`src/rtl/rv32i_pkg.sv`:
```
// rtl/rv32i_pkg.sv - shared rv32i constants and instruction-memory arbiter types
package rv32i_pkg;

  localparam int Depth     = 256;
  localparam int ElemWidth = 8;
  localparam int DPW       = 32;
  localparam int ImemAW    = $clog2(Depth);

  localparam logic [DPW-1:0] NopInstr = 32'h00000013;

  typedef enum logic [2:0] {IDLE, RD, DRAIN, RESP, WR} imem_arb_state_e;

  // Word-aligned and the whole word fits below depth, so base+3 never wraps
  function automatic logic fetch_addr_legal(input logic [DPW-1:0] addr, input int depth);
    return (addr[1:0] == 2'b00) && (addr <= DPW'(depth - 4));
  endfunction

endpackage

```
`src/rtl/imem_word_buf.sv`:
```
// rtl/imem_word_buf.sv - one-entry fetched-word buffer with tag compare and write invalidate
module imem_word_buf
  import rv32i_pkg::*;
(
  input  logic              clk,
  input  logic              rst_n,
  input  logic [ImemAW-3:0] i_lookup_tag,
  output logic              o_hit,
  output logic [DPW-1:0]    o_word,
  input  logic              i_fill,
  input  logic [ImemAW-3:0] i_fill_tag,
  input  logic [DPW-1:0]    i_fill_word,
  input  logic              i_inval,
  input  logic [ImemAW-3:0] i_inval_tag
);

  logic              r_valid;
  logic [ImemAW-3:0] r_tag;
  logic [DPW-1:0]    r_word;

  always_ff @(posedge clk) begin
    if (!rst_n) begin
      r_valid <= 1'b0;
      r_tag   <= '0;
      r_word  <= '0;
    end else if (i_fill) begin
      r_valid <= 1'b1;
      r_tag   <= i_fill_tag;
      r_word  <= i_fill_word;
    end else if (i_inval && (r_tag == i_inval_tag)) begin
      r_valid <= 1'b0;
    end
  end

  assign o_hit  = r_valid && (r_tag == i_lookup_tag);
  assign o_word = r_word;

endmodule

```
`src/rtl/imem_fetch_arbiter.sv`:
```
// rtl/imem_fetch_arbiter.sv - byte-serial imem sharing between word fetch and program loader
// Optional word buffer: define IMEM_WORD_BUF_EN
module imem_fetch_arbiter
  import rv32i_pkg::*;
#(
  parameter int MemDepth = Depth,
  parameter bit LdFair   = 1'b1
) (
  input  logic                 clk,
  input  logic                 rst_n,
  input  logic                 fetch_req_i,
  input  logic [DPW-1:0]       fetch_addr_i,
  output logic                 fetch_ready_o,
  output logic                 fetch_valid_o,
  output logic [DPW-1:0]       fetch_instr_o,
  output logic                 fetch_err_o,
  input  logic                 ld_valid_i,
  input  logic [DPW-1:0]       ld_addr_i,
  input  logic [ElemWidth-1:0] ld_data_i,
  output logic                 ld_ready_o,
  output logic                 mem_en_o,
  output logic                 mem_we_o,
  output logic [ImemAW-1:0]    mem_addr_o,
  output logic [ElemWidth-1:0] mem_wdata_o,
  input  logic [ElemWidth-1:0] mem_rdata_i
);

  imem_arb_state_e            r_state;
  logic [1:0]                 r_beat;
  logic [3*ElemWidth-1:0]     r_asm;
  logic                       r_fair;
  logic                       r_mem_en;
  logic                       r_mem_we;
  logic [ImemAW-1:0]          r_mem_addr;
  logic [ElemWidth-1:0]       r_mem_wdata;
  logic                       r_valid;
  logic                       r_err;
  logic [DPW-1:0]             r_instr;

  logic                       w_idle;
  logic                       w_ld_grant;
  logic                       w_fetch_grant;
  logic                       w_fetch_legal;
  logic                       w_ld_in_range;
  logic                       w_buf_hit;
  logic [DPW-1:0]             w_buf_word;
  logic [DPW-1:0]             w_asm_word;

  assign w_idle        = (r_state == IDLE);
  assign ld_ready_o    = w_idle && !(r_fair && fetch_req_i);
  assign w_ld_grant    = ld_ready_o && ld_valid_i;
  assign fetch_ready_o = w_idle && !w_ld_grant;
  assign w_fetch_grant = fetch_ready_o && fetch_req_i;
  assign w_fetch_legal = fetch_addr_legal(fetch_addr_i, MemDepth);
  assign w_ld_in_range = (ld_addr_i < DPW'(MemDepth));
  // Byte 3 arrives in DRAIN straight off the memory port
  assign w_asm_word    = {mem_rdata_i, r_asm};

`ifdef IMEM_WORD_BUF_EN
  imem_word_buf u_word_buf (
    .clk          (clk),
    .rst_n        (rst_n),
    .i_lookup_tag (fetch_addr_i[ImemAW-1:2]),
    .o_hit        (w_buf_hit),
    .o_word       (w_buf_word),
    .i_fill       (r_state == DRAIN),
    .i_fill_tag   (r_mem_addr[ImemAW-1:2]),
    .i_fill_word  (w_asm_word),
    .i_inval      ((r_state == WR) && r_mem_en),
    .i_inval_tag  (r_mem_addr[ImemAW-1:2])
  );
`else
  assign w_buf_hit  = 1'b0;
  assign w_buf_word = '0;
`endif

  always_ff @(posedge clk) begin
    if (!rst_n) begin
      r_state     <= IDLE;
      r_beat      <= 2'd0;
      r_asm       <= '0;
      r_fair      <= 1'b0;
      r_mem_en    <= 1'b0;
      r_mem_we    <= 1'b0;
      r_mem_addr  <= '0;
      r_mem_wdata <= '0;
      r_valid     <= 1'b0;
      r_err       <= 1'b0;
      r_instr     <= '0;
    end else begin
      r_valid  <= 1'b0;
      r_err    <= 1'b0;
      r_mem_en <= 1'b0;
      r_mem_we <= 1'b0;
      unique case (r_state)
        IDLE: begin
          if (w_ld_grant) begin
            r_state     <= WR;
            r_mem_en    <= w_ld_in_range;
            r_mem_we    <= w_ld_in_range;
            r_mem_addr  <= ld_addr_i[ImemAW-1:0];
            r_mem_wdata <= ld_data_i;
          end else if (w_fetch_grant) begin
            r_fair <= 1'b0;
            if (!w_fetch_legal) begin
              r_state <= RESP;
              r_valid <= 1'b1;
              r_err   <= 1'b1;
              r_instr <= NopInstr;
            end else if (w_buf_hit) begin
              r_state <= RESP;
              r_valid <= 1'b1;
              r_instr <= w_buf_word;
            end else begin
              r_state    <= RD;
              r_beat     <= 2'd0;
              r_mem_en   <= 1'b1;
              r_mem_addr <= fetch_addr_i[ImemAW-1:0];
            end
          end
        end
        RD: begin
          // Read data lags the strobe by one cycle, so beat b lands byte b-1
          case (r_beat)
            2'd1:    r_asm[ElemWidth-1:0]             <= mem_rdata_i;
            2'd2:    r_asm[2*ElemWidth-1:ElemWidth]   <= mem_rdata_i;
            2'd3:    r_asm[3*ElemWidth-1:2*ElemWidth] <= mem_rdata_i;
            default: ;
          endcase
          if (r_beat == 2'd3) begin
            r_state <= DRAIN;
          end else begin
            r_beat     <= r_beat + 2'd1;
            r_mem_en   <= 1'b1;
            r_mem_addr <= r_mem_addr + ImemAW'(1);
          end
        end
        DRAIN: begin
          r_state <= RESP;
          r_valid <= 1'b1;
          r_instr <= w_asm_word;
        end
        RESP: begin
          r_state <= IDLE;
        end
        WR: begin
          r_state <= IDLE;
          if (LdFair && fetch_req_i) r_fair <= 1'b1;
        end
        default: r_state <= IDLE;
      endcase
    end
  end

  assign fetch_valid_o = r_valid;
  assign fetch_err_o   = r_err;
  assign fetch_instr_o = r_instr;
  assign mem_en_o      = r_mem_en;
  assign mem_we_o      = r_mem_we;
  assign mem_addr_o    = r_mem_addr;
  assign mem_wdata_o   = r_mem_wdata;

endmodule

```
`config.mk`:
```
export PLATFORM = sky130hd
export DESIGN_NAME = imem_fetch_arbiter
export DESIGN_NICKNAME = d
export VERILOG_FILES = /design/src/rtl/rv32i_pkg.sv /design/src/rtl/imem_word_buf.sv /design/src/rtl/imem_fetch_arbiter.sv
export SDC_FILE = /design/constraint.sdc
export NUM_CORES = 1
export LEC_CHECK = 0
export CAP_MARGIN = 25
export CORE_MARGIN = 2
export CORE_UTILIZATION = 40
export DETAILED_ROUTE_END_ITERATION = 10
export MAX_ROUTING_LAYER = met4
export PLACE_DENSITY = 0.74
export SLEW_MARGIN = 0
export SYNTH_ARGS = -nofsm -noshare
export SYNTH_HDL_FRONTEND = slang
export SYNTH_SLANG_ARGS = --single-unit
export TNS_END_PERCENT = 30
```
`constraint.sdc`:
```
create_clock -name clk -period 2.1 [get_ports clk]
set_input_delay 0.63 -clock clk [delete_from_list [all_inputs] [get_ports clk]]
set_output_delay 0.63 -clock clk [all_outputs]
set_load 0.005 [all_outputs]
```
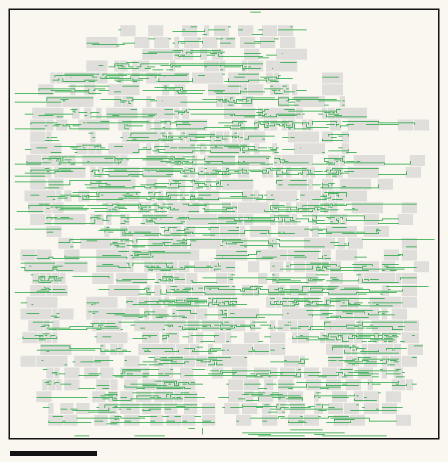
**Above:** signal wires on met1.
Bar = 20 um.
616 nets have wire on it. The layer carries 4900 um of wire.

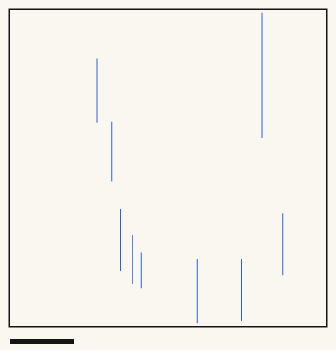
**Above:** M4 wires.
Bar = 20 um.
The longest straight run is 38.8 um. The layer holds 1.6% of the routed length. The wires run mostly vertical.

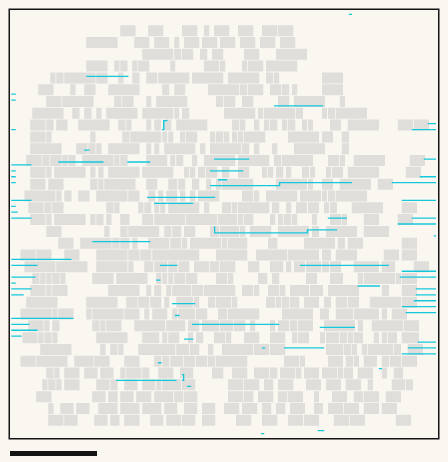
**Above:** the metal 3 layer.
Bar = 20 um.
The wires run mostly horizontal. The longest straight run is 21.4 um. The layer holds 4.0% of the routed length. The layer carries 435 um of wire. 61 nets have wire on it.

==> out/metrics.cfg <==
[placement]
gp_congestion=0.793
io_buffers=137
placed_area_um2=5180
dp_hpwl_um=7790
dp_slack_ns=-0.652

[logic_synthesis]
postSynthAreaPerCell_um2=8.01
synthTopCellsByCount=nand2_1 (119), dfxtp_1 (82), a21oi_1 (43), o21ai_0 (32), a22oi_1 (30)
synth_cell_types=49
yosysSeqAreaShare=0.459
top_area_cell=dfxtp_1
syn_area_um2=3580
ys_cells=447
ys.flops=82
edf_count=0
ys_top_cells_by_area=dfxtp_1 (46%), nand2_1 (12%), a22oi_1 (6.3%)
synth_nets=535
yosysWarningCount=0
ff_type=dfxtp_1
synth_cells=447
synth.most_common_cell=nand2_1
top_cell_area_share=0.459
yosys_area_um2=3580
ys_async_sr_fraction=0

[global_routing]
grt_max_degree=41
grtUsageTotal=0.232
antenna_found_initial=0
gr-total-overflow=0
grt_pass1_vias=3730
grt_pass1_wl_um=18000

[final_timing]
min_period_ns=2.09
setup_viol=0
finalHoldViolations=0
max_freq_mhz=478
slew_headroom=0.664
maxSlewViolCount=0
rsz0062_at_grt=yes
timing.final.crit_share=0.997
tightestPinTransition_ns=0.504
whs_ns=0.454
postLayoutSetupSlackWorst_ns=0.00618
fin_skew_ns=0.00777

[route]
routed_wl_um=10900
vias_per_cell=5.35
dr.pass1.iters=5
wl_per_cell_um=15.5
post-route-drc-count=0
drt_iter0_markers=210
drtAntennaViolNets=0
vias=3771

[critical_path]
cp-end-kind=flip-flop
worstPathRequired_ns=2.34
arrival_ns=2.34
startpoint_type=input port
critPathMaxFanout=5
setup.worst_path.class=in -> reg

[cells_and_area]
area_growth_pct=52.0
fillers=782
drive_gt1_frac=0.116
fin_util=0.624
antenna_cells=0
stdcell_area_um2=5440
nets=682

[clock_network]
htreeDepth=3
cts_buffer_depth=2
clkLatencyLatePin_ns=0.35
clock-sinks=82
cts_tree=yes
cts.clk_slew.worst_paths_ns=0.08
cts_root_buf=clkbuf_8
hold_buffers=0
cts-buffers-inserted=9

[floorplanning]
chip_area_um2=9720
fp.dieH_um=98.6
placementRows=34
ios=138
fp_util=0.410
core_um2=8720
die_w_um=98.6

[flow_run]
warnings=30
drv_cap=0

[power_and_ir_drop]
leakagePower_nw=1.94
peakVddDrop_mv=0.499
total_power_w=0.00423
powerDensity_nw_per_um2=777

[run_status]
status=finished, final reports clean

[min_path]
worstHoldPathType=reg -> reg

## final cells by class
| class | instances | area [um2] | area share |
|---|---|---|---|
| multi-input cells | 329 | 1840 | 0.339 |
| flip-flops and latches | 82 | 1640 | 0.302 |
| repair buffers | 167 | 1610 | 0.296 |
| clock buffers | 12 | 155 | 0.0285 |
| well taps | 108 | 135 | 0.0248 |
| clock inverters | 2 | 37.5 | 0.00690 |
| inverters | 5 | 18.8 | 0.00345 |
## logic make-up after synthesis
| kind of cell | Yosys count | synth area share |
|---|---|---|
| buf+inv | 36 | 0.0524 |
| simple gates | 190 | 0.237 |
| fa+ha+maj | 4 | 0.0140 |
| mux | 4 | 0.0115 |
| flops | 82 | 0.459 |
| compound gates | 131 | 0.226 |
## flip-flops by register name, summed over array words and instances (netlist names)
register,count
r_asm,24
r_fair,1
r_beat,2
mem_en_o,1
mem_we_o,1
r_state,3
fetch_valid_o,1
mem_addr_o,8
mem_wdata_o,8
fetch_instr_o,32
fetch_err_o,1
## where the power goes
group | switching (W) | internal (W) | total, W
clock | 0.000530 | 0.000602 | 0.00113
combinational | 0.000620 | 0.000680 | 0.00130
sequential | 0.000115 | 0.00168 | 0.00179
## critical path, cell delays in order
cell           delay, ns
dlygate4sd2_1       0.25
nor4_2              0.26
nand4_1             0.17
or4_4               0.56
and2_4              0.22
o2111a_1            0.25
## what timing repair did
item | CTS | global route
buffers inserted | 3 | 1
setup endpoints to repair | 39 | 38
gates cloned | 0 | 0
pin swaps | 12 | 9
gates resized | 43 | 14
## worst paths after layout
| check | startpoint | end | slack, ns | cells past startpoint |
|---|---|---|---|---|
| setup reg to reg | r_state[0] | mem_addr_o[3] | 0.16 | 4 |
| setup / recovery | fetch_addr_i[27] | mem_addr_o[3] | 0.006 | 6 |
| hold reg to reg | mem_wdata_o[1] | mem_wdata_o[1] | 0.45 | 2 |
| hold / removal | mem_wdata_o[1] | mem_wdata_o[1] | 0.45 | 2 |
## routing by layer
metal  track usage  up-vias  routed length [um]
li1              -     1871                   -
met1         0.298     1787                4900
met2         0.369       94                5400
met3        0.0440       19                 435
met4        0.0748        0                 179
met5             -        -                   0
## metrics by stage
stage                     cells  setup TNS [ns]
after global placement      688          -16.88
after global routing        705        -0.00324
after floorplan             447          -0.160
after CTS                   705               0
after detailed placement    688          -19.62
final                       705               0
## placed cells by master (no fill, tap or decap), drive strengths merged, types with 2 or more instances in the layout
| master | instances |
|---|---|
| nor4 | 14 |
| nand3b | 2 |
| nor2 | 24 |
| inv | 5 |
| nand4 | 3 |
| mux2i | 3 |
| buf | 32 |
| clkdlybuf4s15 | 5 |
| and2 | 6 |
| a311o | 2 |
| a22oi | 30 |
| o21a | 3 |
| nor3b | 2 |
| dlymetal6s2s | 3 |
| nand2 | 119 |
| a31oi | 5 |
| ha | 4 |
| dlygate4sd2 | 20 |
| or3 | 3 |
| o2bb2ai | 2 |
| a21oi | 43 |
| nor3 | 8 |
| o32ai | 5 |
| clkbuf | 12 |
| clkdlybuf4s50 | 107 |
| nand3 | 3 |
| and3 | 2 |
| dfxtp | 82 |
| o21ai | 32 |
| o22ai | 3 |
Power figures rest on the tool's default switching activity, not on a simulated workload.
